==> src/rtl/zle_pkg.sv <==
// ---------------------------------------------------------------------------
// zle_pkg
// Shared definitions for the zero run-length (ZLE) token format and the
// decoder's output state.
//   DW        : data word width; tokens are DW+1 bits wide.
//   KIND_BIT  : token bit selecting literal (0) or zero-run (1).
//   PAY_MSB/PAY_LSB : payload slice of a token.
//   TOK_LIT/TOK_RUN : kind encodings.
//   zle_state_e     : EMPTY / HOLD / RUN view of the output slot.
// ---------------------------------------------------------------------------
package zle_pkg;

    localparam int DW       = 3;
    localparam int TW       = DW + 1;
    localparam int KIND_BIT = DW;
    localparam int PAY_MSB  = DW - 1;
    localparam int PAY_LSB  = 0;

    localparam logic TOK_LIT = 1'b0;
    localparam logic TOK_RUN = 1'b1;

    typedef enum logic [1:0] {
        ST_EMPTY = 2'b00,   // no word presented
        ST_HOLD  = 2'b01,   // one word presented, nothing owed after it
        ST_RUN   = 2'b10    // zero presented, more zeros owed
    } zle_state_e;

endpackage

==> src/rtl/zle_dec_fsm.sv <==
// ---------------------------------------------------------------------------
// zle_dec_fsm
// Control half of the ZLE decoder. Owns the output-valid register and
// derives the EMPTY/HOLD/RUN state, the producer back-pressure and the
// accept/consume strobes that steer the datapath in zle_dec.
//   clk, rst_n   : clock, asynchronous active-low reset
//   i_v_i        : token valid from producer
//   o_b_i        : back-pressure from consumer
//   cnt_zero_i   : datapath owes no further zeros
//   state_o      : current output-slot state
//   i_b_o        : back-pressure to producer (combinational)
//   accept_o     : token taken on this edge
//   consume_o    : presented word taken on this edge
//   out_v_o      : registered output valid
// ---------------------------------------------------------------------------
module zle_dec_fsm
    import zle_pkg::*;
(
    input  logic       clk,
    input  logic       rst_n,
    input  logic       i_v_i,
    input  logic       o_b_i,
    input  logic       cnt_zero_i,
    output zle_state_e state_o,
    output logic       i_b_o,
    output logic       accept_o,
    output logic       consume_o,
    output logic       out_v_o
);

    logic out_v_q;

    always_comb begin
        if (!out_v_q)        state_o = ST_EMPTY;
        else if (cnt_zero_i) state_o = ST_HOLD;
        else                 state_o = ST_RUN;
    end

    assign consume_o = out_v_q & ~o_b_i;
    // Accept only with no run pending and the slot empty or draining now,
    // so a new token can load on the same edge the last word leaves.
    assign i_b_o     = ~cnt_zero_i | (out_v_q & o_b_i);
    assign accept_o  = i_v_i & ~i_b_o;
    assign out_v_o   = out_v_q;

    always_ff @(posedge clk or negedge rst_n) begin
        if (!rst_n) begin
            out_v_q <= 1'b0;
        end else if (accept_o) begin
            out_v_q <= 1'b1;
        end else if (consume_o && cnt_zero_i) begin
            out_v_q <= 1'b0;
        end
    end

endmodule

==> src/rtl/zle_dec.sv <==
// ---------------------------------------------------------------------------
// zle_dec
// Zero run-length decoder. Expands literal / zero-run tokens back into a
// stream of DW-bit words, up to one word per cycle, with valid/back-pressure
// handshakes on both sides.
//   clk, rst_n : clock, asynchronous active-low reset
//   i_d [DW:0] : token; bit DW = kind (0 literal, 1 run), low bits payload
//   i_v        : token valid
//   i_b        : back-pressure to token producer
//   o_d [DW-1:0] : decoded word (registered)
//   o_v        : output valid (registered)
//   o_b        : back-pressure from consumer
// A run token with payload p emits p+1 zeros.
// ---------------------------------------------------------------------------
module zle_dec
    import zle_pkg::*;
#(
    parameter int DW = zle_pkg::DW
) (
    input  logic          clk,
    input  logic          rst_n,
    input  logic [DW:0]   i_d,
    input  logic          i_v,
    output logic          i_b,
    output logic [DW-1:0] o_d,
    output logic          o_v,
    input  logic          o_b
);

    logic [DW-1:0] out_d_q, out_d_d;
    logic [DW-1:0] cnt_q, cnt_d;   // zeros still owed after the presented word
    logic          cnt_zero;
    logic          accept, consume;
    zle_state_e    state;

    assign cnt_zero = (cnt_q == '0);

    zle_dec_fsm u_fsm (
        .clk        (clk),
        .rst_n      (rst_n),
        .i_v_i      (i_v),
        .o_b_i      (o_b),
        .cnt_zero_i (cnt_zero),
        .state_o    (state),
        .i_b_o      (i_b),
        .accept_o   (accept),
        .consume_o  (consume),
        .out_v_o    (o_v)
    );

    always_comb begin
        out_d_d = out_d_q;
        cnt_d   = cnt_q;
        if (accept) begin
            if (i_d[DW] == TOK_RUN) begin
                // First zero of the run is presented now; payload more follow.
                out_d_d = '0;
                cnt_d   = i_d[DW-1:0];
            end else begin
                out_d_d = i_d[DW-1:0];
                cnt_d   = '0;
            end
        end else if (consume && state == ST_RUN) begin
            // cnt is non-zero in RUN, so this never wraps.
            out_d_d = '0;
            cnt_d   = cnt_q - DW'(1);
        end
    end

    always_ff @(posedge clk or negedge rst_n) begin
        if (!rst_n) begin
            out_d_q <= '0;
            cnt_q   <= '0;
        end else begin
            out_d_q <= out_d_d;
            cnt_q   <= cnt_d;
        end
    end

    assign o_d = out_d_q;

endmodule
==> config.mk <==
export PLATFORM = sky130hd
export DESIGN_NAME = zle_dec
export DESIGN_NICKNAME = d
export VERILOG_FILES = /design/src/rtl/zle_pkg.sv /design/src/rtl/zle_dec_fsm.sv /design/src/rtl/zle_dec.sv
export SDC_FILE = /design/constraint.sdc
export NUM_CORES = 1
export LEC_CHECK = 0
export ABC_AREA = 1
export ABC_CLOCK_PERIOD_IN_PS = 1500
export CAP_MARGIN = 15
export CORE_MARGIN = 3
export CORE_UTILIZATION = 30
export DETAILED_ROUTE_END_ITERATION = 16
export GPL_ROUTABILITY_DRIVEN = 0
export GPL_TIMING_DRIVEN = 1
export HOLD_SLACK_MARGIN = 0.1
export PLACE_DENSITY = 0.58
export RECOVER_POWER = 50
export SYNTH_ARGS = -nofsm -noshare
export SYNTH_HDL_FRONTEND = slang
export SYNTH_HIERARCHICAL = 1
export SYNTH_SLANG_ARGS = --single-unit
==> constraint.sdc <==
create_clock -name clk -period 1.5 [get_ports clk]
set_input_delay 0.225 -clock clk [delete_from_list [all_inputs] [get_ports clk]]
set_output_delay 0.225 -clock clk [all_outputs]
set_load 0.05 [all_outputs]
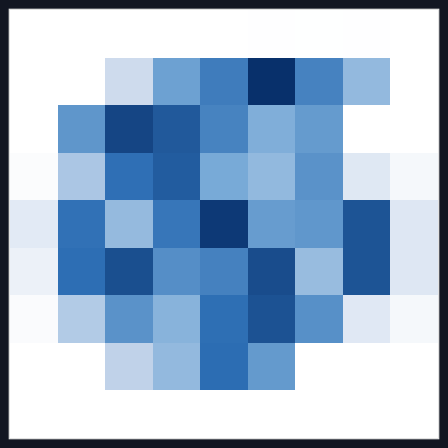
(images/density.png)
The die is cut into 9 by 9 equal tiles; white is low, dark blue is high, 0 to 100% covered.
The fullest tile reaches 100%. The emptiest ninth of the die: bottom right. The densest ninth of the die: middle.
Floorplan Core Area: 1186 sq um
starting density of the core: 34.28%
share of the core filled with cells in the final layout: 53.80%

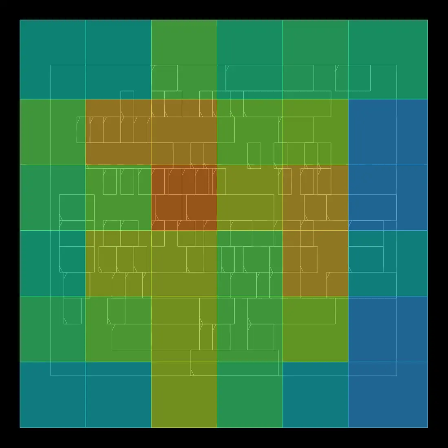
(images/final_congestion.png)
total global-route track usage: 11.90%
detail-routed net length per standard cell: 9.681 um
met2 track utilization from global routing: 15.87%
met3 usage: 5.085%

==> Implementation_results.wiki <==
== Run summary ==
{| class="wikitable"
! Metric !! Value
|-
| Count of non-filler cells in the finished layout || 91
|-
| Number of placed cells counting well taps || 87
|-
| I/O Pins || 13
|-
| Comb pwr share || 65.7%
|-
| Most common cell in the synthesized netlist || sky130_fd_sc_hd__nand2_1
|-
| Final setup violation count || 0
|-
| Grt ovf || 0
|-
| CTS root buf || sky130_fd_sc_hd__clkbuf_4
|-
| Clock transition at the registers of the reported paths || 0.05 ns
|-
| Sink Count || 7
|-
| Die Outline Area || 1833 sq um
|-
| Proportion of netlist area held by the largest area contributor || 43.08%
|-
| DR WL met3 || 66 um
|-
| Simple share || 37.54%
|-
| Library cell contributing the largest single delay on the critical path || sky130_fd_sc_hd__dfrtp_1
|-
| Clock latency on the worst-skew pair || 0.25 ns
|-
| Final count of pins violating max slew || 0
|-
| Detailed Route Iter0 Violations || 4
|-
| Area of the multi-input gates || 219.0 sq um
|-
| Largest stage delay, worst path || 0.39 ns
|-
| Data required time of the critical path || 1.27 ns
|-
| Clock tree from TritonCTS || built
|-
| Overall power of the completed layout || 1.541 mW
|-
| Clock H-tree levels || 1
|-
| Die width || 42.82 um
|-
| Top cell type by total area after synthesis || sky130_fd_sc_hd__dfrtp_1
|-
| Bufs on Longest Clock Path || 2
|-
| Outcome || complete, no violations
|-
| Metal-1 WL || 422 um
|-
| Max IR drop VDD || 1.392 mV
|-
| Post-synth mux share || 0%
|-
| Class of the tightest hold or removal check || input pin to async pin
|-
| Fraction of layout instances using a drive strength above 1 || 25.97%
|-
| Kind of end point of the critical path || primary output
|-
| DIE HEIGHT || 42.82 um
|-
| Top post-synthesis cells by area || sky130_fd_sc_hd__dfrtp_1 (43%), sky130_fd_sc_hd__nand2_1 (18%), sky130_fd_sc_hd__nand3_1 (17%)
|-
| Final cycle utilization of the critical path || 96.26%
|-
| Slew at the pin closest to its max-slew limit || 0.3512 ns
|-
| Antenna violations before repair || 0
|-
| Max-cap violations || 0
|}
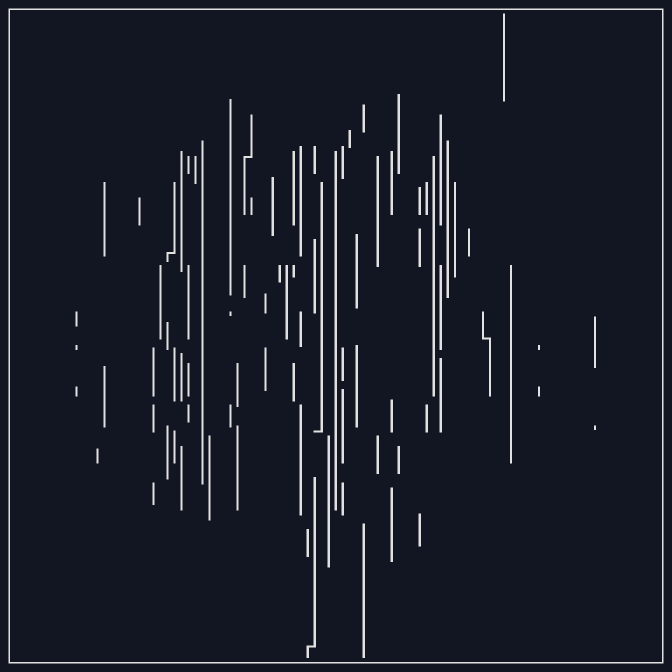
(images/met2.png)
The wires run mostly vertical. The longest straight run is 23.5 um. The layer holds 43% of the routed length. The layer carries 381 um of wire. 70 nets have wire on it.
via count: 410
Final Routed Wirelength: 881 um

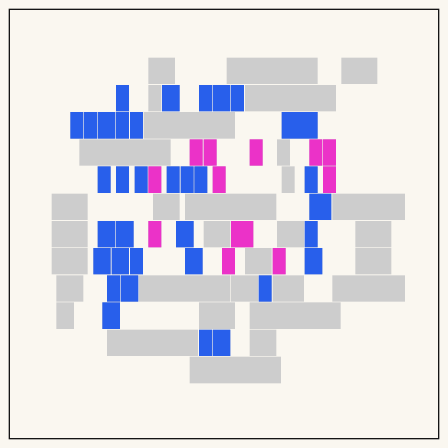
(images/gate_families.png)
Key: NAND gates = blue [cells 34, most used nand2_1]; inverters = magenta [cells 12, most used inv_1, where middle]

-- cells in the final DEF (no fill, tap or decap) --
cell type	instances
sky130_fd_sc_hd__dlygate4sd3_1	1
sky130_fd_sc_hd__clkbuf_2	1
sky130_fd_sc_hd__o21ai_2	1
sky130_fd_sc_hd__nand2_2	1
sky130_fd_sc_hd__clkdlybuf4s50_1	6
sky130_fd_sc_hd__inv_1	8
sky130_fd_sc_hd__nand2_1	19
sky130_fd_sc_hd__nand3_1	13
sky130_fd_sc_hd__dfrtp_1	7
sky130_fd_sc_hd__ha_4	2
sky130_fd_sc_hd__buf_4	5
sky130_fd_sc_hd__buf_12	2
sky130_fd_sc_hd__inv_2	3
sky130_fd_sc_hd__inv_4	1
sky130_fd_sc_hd__clkbuf_1	1
sky130_fd_sc_hd__nand3_2	1
sky130_fd_sc_hd__clkbuf_4	3
sky130_fd_sc_hd__nor2_1	2
-- routing by layer --
layer	track usage [%]	up-vias
li1	-	218
met1	15.38	176
met2	15.87	14
met3	5.085	2
met4	7.453	0
met5	0	-
-- per-stage QoR --
step           hold slack, ns  utilization [%]
2_1_floorplan        -0.07059                -
4_1_cts                0.2428            52.95
3_5_place_dp           0.4899            48.84
6_report               0.3180            53.80
3_3_place_gp           0.4900            48.84
5_1_grt                0.3279            53.80
-- what timing repair did --
action / CTS / global route
endpoints found under the setup margin: 6 / 4
pin swaps: 0 / 2
hold buffers: 0 / 0
gates resized: 5 / 5
-- sequential cells by signal, summed over array words and instances, names as in the netlist --
register       flops
cnt_q              3
o_d                3
u_fsm/out_v_o      1
-- logic make-up after synthesis --
family / count (synthesis)
AND-OR/OR-AND: 1
adder cells (fa/ha/maj): 2
buffers and inverters: 12
flip-flops: 7
AND/OR/NAND/NOR: 36
-- power groups by stage --
stage	combinational (mW)	sequential [mW]	clock, mW
2_1_floorplan	0.415	0.533	0
3_3_place_gp	0.913	0.357	0
3_5_place_dp	0.916	0.355	0
4_1_cts	0.983	0.357	0.180
5_1_grt	1.11	0.372	0.197
6_report	1.01	0.359	0.170
-- worst max path at each step --
| stage | startpoint | end | slack [ns] | depth (start not counted) |
|---|---|---|---|---|
| after floorplan | u_fsm/out_v_o | cnt_q[0] | 0.07 | 7 |
| after global placement | cnt_q[0] | cnt_q[2] | -0.04 | 10 |
| after detailed placement | cnt_q[0] | cnt_q[2] | -0.07 | 10 |
| after CTS | cnt_q[0] | i_b | 0.004 | 5 |
| after global routing | cnt_q[0] | cnt_q[1] | -0.001 | 10 |
| final | cnt_q[1] | i_b | 0.06 | 5 |
-- worst max-delay path, delay by kind of cell, from the launching register on --
| kind | cells | cell delay [ns] |
|---|---|---|
| and+or+nand+nor | 1 | 0.07 |
| buffers and inverters | 2 | 0.22 |
| adders and majority gates | 2 | 0.30 |
| DFF | 1 | 0.39 |
-- cell type report --
class	instances	area share, %
multi-input combinational	39	34.31
sequential	7	27.45
inverter	12	7.451
timing repair buffer	15	23.92
clock buffer	4	4.118
tap	14	2.745
Power and IR drop assume default switching activity.
